$ cat src/rtl/psum_pkg.sv
// Shared types and helpers for the partial-sum collector.
package psum_pkg;

  localparam int unsigned PSUM_WIDTH_DEF = 16;
  localparam int unsigned ROW_MAX_DEF    = 32;
  localparam int unsigned FIFO_DEPTH_DEF = 4;

  typedef enum logic [1:0] {
    ST_IDLE,
    ST_RUN,
    ST_FLUSH,
    ST_DONE
  } state_t;

  // Signed add of two sign-extended operands, clamped to the w-bit signed range.
  // Callers sign-extend to 64 bits and truncate the result back to w bits.
  function automatic logic signed [63:0] sat_add(input logic signed [63:0] a,
                                                 input logic signed [63:0] b,
                                                 input int unsigned w);
    logic signed [64:0] s;
    logic signed [64:0] hi;
    logic signed [64:0] lo;
    s  = 65'(a) + 65'(b);
    hi = (65'sd1 <<< (w - 1)) - 65'sd1;
    lo = -(65'sd1 <<< (w - 1));
    if (s > hi) return 64'(hi);
    if (s < lo) return 64'(lo);
    return 64'(s);
  endfunction

endpackage

$ cat src/rtl/psum_fifo.sv
// Small synchronous FIFO for final results; reads show the head entry combinationally.
module psum_fifo #(
  parameter int unsigned WIDTH = 16,
  parameter int unsigned DEPTH = 4
) (
  input  logic             clk,
  input  logic             rst,
  input  logic             wr_en_i,
  input  logic [WIDTH-1:0] wr_data_i,
  input  logic             rd_en_i,
  output logic [WIDTH-1:0] rd_data_o,
  output logic             full_o,
  output logic             empty_o
);

  localparam int unsigned AW = $clog2(DEPTH);

  logic [WIDTH-1:0] mem_q [DEPTH];
  logic [AW:0]      wr_ptr_q;
  logic [AW:0]      rd_ptr_q;
  logic             do_wr;
  logic             do_rd;

  // Status flags from wrap-bit pointer comparison; output forced to zero when empty.
  always_comb begin
    empty_o   = (wr_ptr_q == rd_ptr_q);
    full_o    = (wr_ptr_q[AW] != rd_ptr_q[AW]) &&
                (wr_ptr_q[AW-1:0] == rd_ptr_q[AW-1:0]);
    do_wr     = wr_en_i && !full_o;
    do_rd     = rd_en_i && !empty_o;
    rd_data_o = empty_o ? '0 : mem_q[rd_ptr_q[AW-1:0]];
  end

  // Storage array, not reset.
  always_ff @(posedge clk) begin
    if (do_wr) mem_q[wr_ptr_q[AW-1:0]] <= wr_data_i;
  end

  // Read and write pointers.
  always_ff @(posedge clk or posedge rst) begin
    if (rst) begin
      wr_ptr_q <= '0;
      rd_ptr_q <= '0;
    end else begin
      if (do_wr) wr_ptr_q <= wr_ptr_q + 1'b1;
      if (do_rd) rd_ptr_q <= rd_ptr_q + 1'b1;
    end
  end

endmodule

$ cat src/rtl/psum_collector.sv
// Accumulates row partial sums over several passes and streams saturated results out.
module psum_collector
  import psum_pkg::*;
#(
  parameter int unsigned PSUM_WIDTH = PSUM_WIDTH_DEF,
  parameter int unsigned ROW_MAX    = ROW_MAX_DEF,
  parameter int unsigned FIFO_DEPTH = FIFO_DEPTH_DEF
) (
  input  logic                                clk,
  input  logic                                rst,
  input  logic                                start,
  input  logic [$clog2(ROW_MAX+1)-1:0]        row_len,
  input  logic [7:0]                          num_pass,
  input  logic                                relu_en,
  input  logic                                in_valid,
  input  logic signed [PSUM_WIDTH-1:0]        in_data,
  output logic                                in_ready,
  output logic                                out_valid,
  output logic signed [PSUM_WIDTH-1:0]        out_data,
  input  logic                                out_ready,
  output logic                                busy,
  output logic                                done
);

  localparam int unsigned LEN_W = $clog2(ROW_MAX + 1);
  localparam int unsigned IDX_W = (ROW_MAX > 1) ? $clog2(ROW_MAX) : 1;

  state_t                  state_q;
  logic [LEN_W-1:0]        row_len_q;
  logic [7:0]              num_pass_q;
  logic                    relu_q;
  logic [LEN_W-1:0]        elem_cnt_q;
  logic [7:0]              pass_cnt_q;
  logic                    busy_q;
  logic                    done_q;

  logic signed [PSUM_WIDTH-1:0] acc_q [ROW_MAX];
  logic signed [PSUM_WIDTH-1:0] acc_rd;
  logic signed [PSUM_WIDTH-1:0] sum_sat;
  logic signed [PSUM_WIDTH-1:0] result;
  logic signed [PSUM_WIDTH-1:0] push_data;
  logic [IDX_W-1:0]             idx;
  logic                         xfer;
  logic                         first_pass;
  logic                         last_pass;
  logic                         last_elem;
  logic                         push;
  logic                         pop;
  logic                         fifo_full;
  logic                         fifo_empty;
  logic [PSUM_WIDTH-1:0]        fifo_rd;

  // Datapath: read-modify of the current element and handshake decode.
  always_comb begin
    idx        = elem_cnt_q[IDX_W-1:0];
    acc_rd     = acc_q[idx];
    first_pass = (pass_cnt_q == '0);
    last_pass  = (pass_cnt_q == num_pass_q - 8'd1);
    last_elem  = (elem_cnt_q == row_len_q - LEN_W'(1));
    sum_sat    = PSUM_WIDTH'(sat_add(64'(in_data), 64'(acc_rd), PSUM_WIDTH));
    // First pass takes the psum as-is, which also covers single-pass jobs.
    result     = first_pass ? in_data : sum_sat;
    push_data  = (relu_q && result[PSUM_WIDTH-1]) ? '0 : result;
    in_ready   = (state_q == ST_RUN) && !(last_pass && fifo_full);
    xfer       = in_valid && in_ready;
    push       = xfer && last_pass;
    out_valid  = !fifo_empty;
    out_data   = fifo_rd;
    pop        = out_valid && out_ready;
    busy       = busy_q;
    done       = done_q;
  end

  // Accumulation buffer write for all passes but the last.
  always_ff @(posedge clk) begin
    if (xfer && !last_pass) acc_q[idx] <= result;
  end

  // Job control FSM with element/pass counters and registered status outputs.
  always_ff @(posedge clk or posedge rst) begin
    if (rst) begin
      state_q    <= ST_IDLE;
      row_len_q  <= '0;
      num_pass_q <= '0;
      relu_q     <= 1'b0;
      elem_cnt_q <= '0;
      pass_cnt_q <= '0;
      busy_q     <= 1'b0;
      done_q     <= 1'b0;
    end else begin
      done_q <= 1'b0;
      case (state_q)
        ST_IDLE: begin
          if (start && (row_len != '0) && (num_pass != '0)) begin
            row_len_q  <= row_len;
            num_pass_q <= num_pass;
            relu_q     <= relu_en;
            elem_cnt_q <= '0;
            pass_cnt_q <= '0;
            busy_q     <= 1'b1;
            state_q    <= ST_RUN;
          end
        end
        ST_RUN: begin
          if (xfer) begin
            if (last_elem) begin
              elem_cnt_q <= '0;
              if (last_pass) state_q <= ST_FLUSH;
              else           pass_cnt_q <= pass_cnt_q + 8'd1;
            end else begin
              elem_cnt_q <= elem_cnt_q + LEN_W'(1);
            end
          end
        end
        ST_FLUSH: begin
          if (fifo_empty) begin
            state_q <= ST_DONE;
            done_q  <= 1'b1;
          end
        end
        ST_DONE: begin
          state_q <= ST_IDLE;
          busy_q  <= 1'b0;
        end
        default: state_q <= ST_IDLE;
      endcase
    end
  end

  psum_fifo #(
    .WIDTH (PSUM_WIDTH),
    .DEPTH (FIFO_DEPTH)
  ) u_fifo (
    .clk       (clk),
    .rst       (rst),
    .wr_en_i   (push),
    .wr_data_i (push_data),
    .rd_en_i   (pop),
    .rd_data_o (fifo_rd),
    .full_o    (fifo_full),
    .empty_o   (fifo_empty)
  );

endmodule

$ cat config.mk
export PLATFORM = sky130hd
export DESIGN_NAME = psum_collector
export DESIGN_NICKNAME = d
export VERILOG_FILES = /design/src/rtl/psum_pkg.sv /design/src/rtl/psum_fifo.sv /design/src/rtl/psum_collector.sv
export SDC_FILE = /design/constraint.sdc
export NUM_CORES = 1
export LEC_CHECK = 0
export ABC_AREA = 1
export CORE_MARGIN = 3
export CORE_UTILIZATION = 62
export DETAILED_ROUTE_END_ITERATION = 10
export PLACE_DENSITY_LB_ADDON = 0.12
export SETUP_SLACK_MARGIN = 0.02
export SYNTH_ARGS = -nofsm -noshare
export SYNTH_HDL_FRONTEND = slang
export SYNTH_HIERARCHICAL = 1
export SYNTH_SLANG_ARGS = --single-unit
$ cat constraint.sdc
create_clock -name clk -period 6.4 [get_ports clk]
set_clock_uncertainty 0.05 [all_clocks]
set_input_delay 0.96 -clock clk [delete_from_list [all_inputs] [get_ports clk]]
set_output_delay 0.96 -clock clk [all_outputs]
set_load 0.02 [all_outputs]
==> images/congestion.png <==
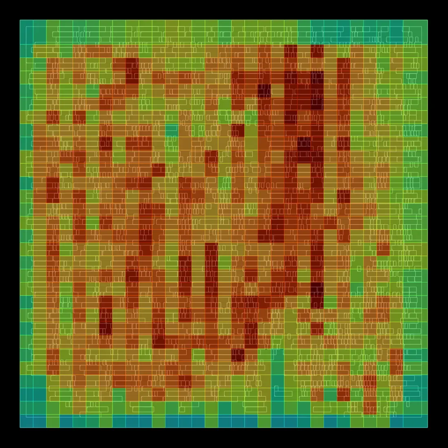
global-route met3 utilization: 6.66%
global routing's busiest layer: met2
Finished Core Util: 70.5%
Total GRT Usage: 32.3%
met2 usage: 51.8%

==> images/detail.png <==
Window x 147 to 172, y 147 to 172 um. Cells in grey, sequential cells in the stronger grey; small squares are vias.
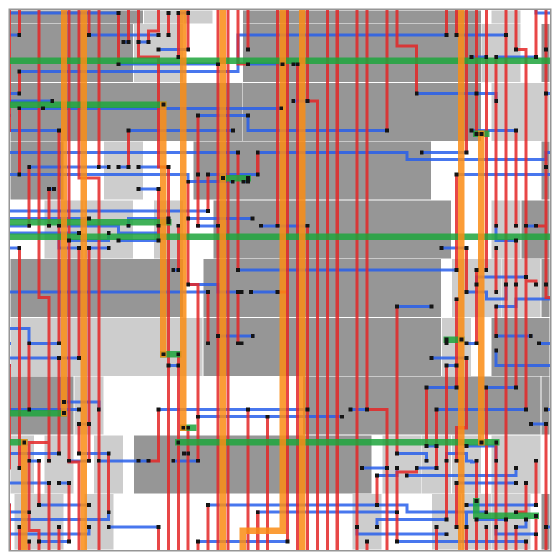
Key: orange = metal 4; green = metal 3; blue = metal 1; red = metal 2
35 logic cells have their middle in the window. Sequential cells in the window: 11. Most frequent: edfxtp_1 (11), nor2_1 (7), o21ai_0 (6). Netlist names of flops here include acc_q (11).

==> images/layer_met1.png <==
Scale: 1 px per um.
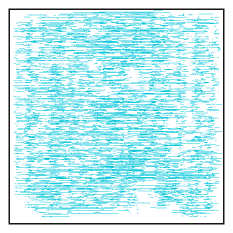
The layer carries 26.8 mm of wire. The layer holds 37% of the routed length. The longest straight run is 60.3 um. 2297 nets have wire on it.
Detailed Route WL: 72600 um
GRT met1 Usage: 42.9%
via count: 18400

==> qor.csv <==
metric,value,unit
Clock Tree Root,clkbuf_16,
largest net degree at the start of global routing,172,
Crit path max-delay family,buffers and inverters,
final slew viol count,0,
ratio of cells with drive above 1 in the final layout,9.64,%
tapcells inserted,539,
Commonest Layout Cell,edfxtp_1,
initial antenna violation count,0,
global-route wire length before repair,107000,um
Overall Power,13.8,mW
pre-placement core utilization,63.0,%
post-cts sizing count,0,
Core Box Area,0.0421,mm^2
WHS Endpoint,num_pass_q[4]$_DFFE_PP0P_,
PD cells,466,mW/mm^2
Pint,8.79,mW
VDD IR max,0.316,mV
element type at the critical path start,register,
LEAKAGE,10.7,nW
clk slew on worst S/H paths,0.06,ns
PortBufs,55,
number of enable flip-flop cells,576,
Worst Tran Pin Value,1.23,ns
status,completed,
n_diodes,0,
first-iteration detailed-routing DRC count,2313,
buffer share of cell area,3.65,%
==> registers in the layout (all words and copies together) (netlist names) <==
register and count:
acc_q 512, u_fifo/mem_q 64, num_pass_q 8, pass_cnt_q 8
elem_cnt_q 6, row_len_q 6, u_fifo/rd_ptr_q 3, u_fifo/wr_ptr_q 3
state_q 2, busy 1, done 1, relu_q 1
==> power by group through the flow <==
stage / combinational, mW / sequential, mW / clock, mW
floorplan: 3.37 / 5.63 / 0
global placement: 4.61 / 5.66 / 0
CTS: 4.75 / 5.58 / 3.45
global route: 5.32 / 5.60 / 3.63
detailed placement: 4.72 / 5.66 / 0
finish: 4.83 / 5.58 / 3.43
==> Yosys cell counts (3+ instances only) <==
library cell | number | share of area [%]
edfxtp_1 | 576 | 65
ha_1 | 34 | 1.6
nand2_2 | 10 | 0.24
a22o_1 | 26 | 0.86
inv_1 | 127 | 1.8
xnor2_1 | 13 | 0.43
nand2_1 | 291 | 4.1
o21ai_1 | 28 | 0.53
inv_2 | 9 | 0.13
clkbuf_1 | 70 | 0.99
nand2_4 | 8 | 0.34
dfrtp_1 | 39 | 3.7
nand4_1 | 22 | 0.52
nor3_1 | 4 | 0.075
buf_4 | 5 | 0.14
o22ai_1 | 128 | 3.0
xor2_1 | 17 | 0.56
a21oi_1 | 24 | 0.45
o21ai_0 | 296 | 5.6
nor2_4 | 3 | 0.13
buf_6 | 12 | 0.51
or2_2 | 17 | 0.40
nor3_2 | 5 | 0.19
nor2_2 | 4 | 0.094
buf_2 | 32 | 0.60
a221oi_1 | 11 | 0.36
nand3_1 | 47 | 0.89
nor2_1 | 405 | 5.7
==> cells by family after synthesis <==
group	synth area share, %
simple gates	13.2
xor+xnor	0.990
buf+inv	4.24
flops	68.9
fa+ha+maj	1.68
compound gates	11.0
Power figures rest on the tool's default switching activity, not on a simulated workload.
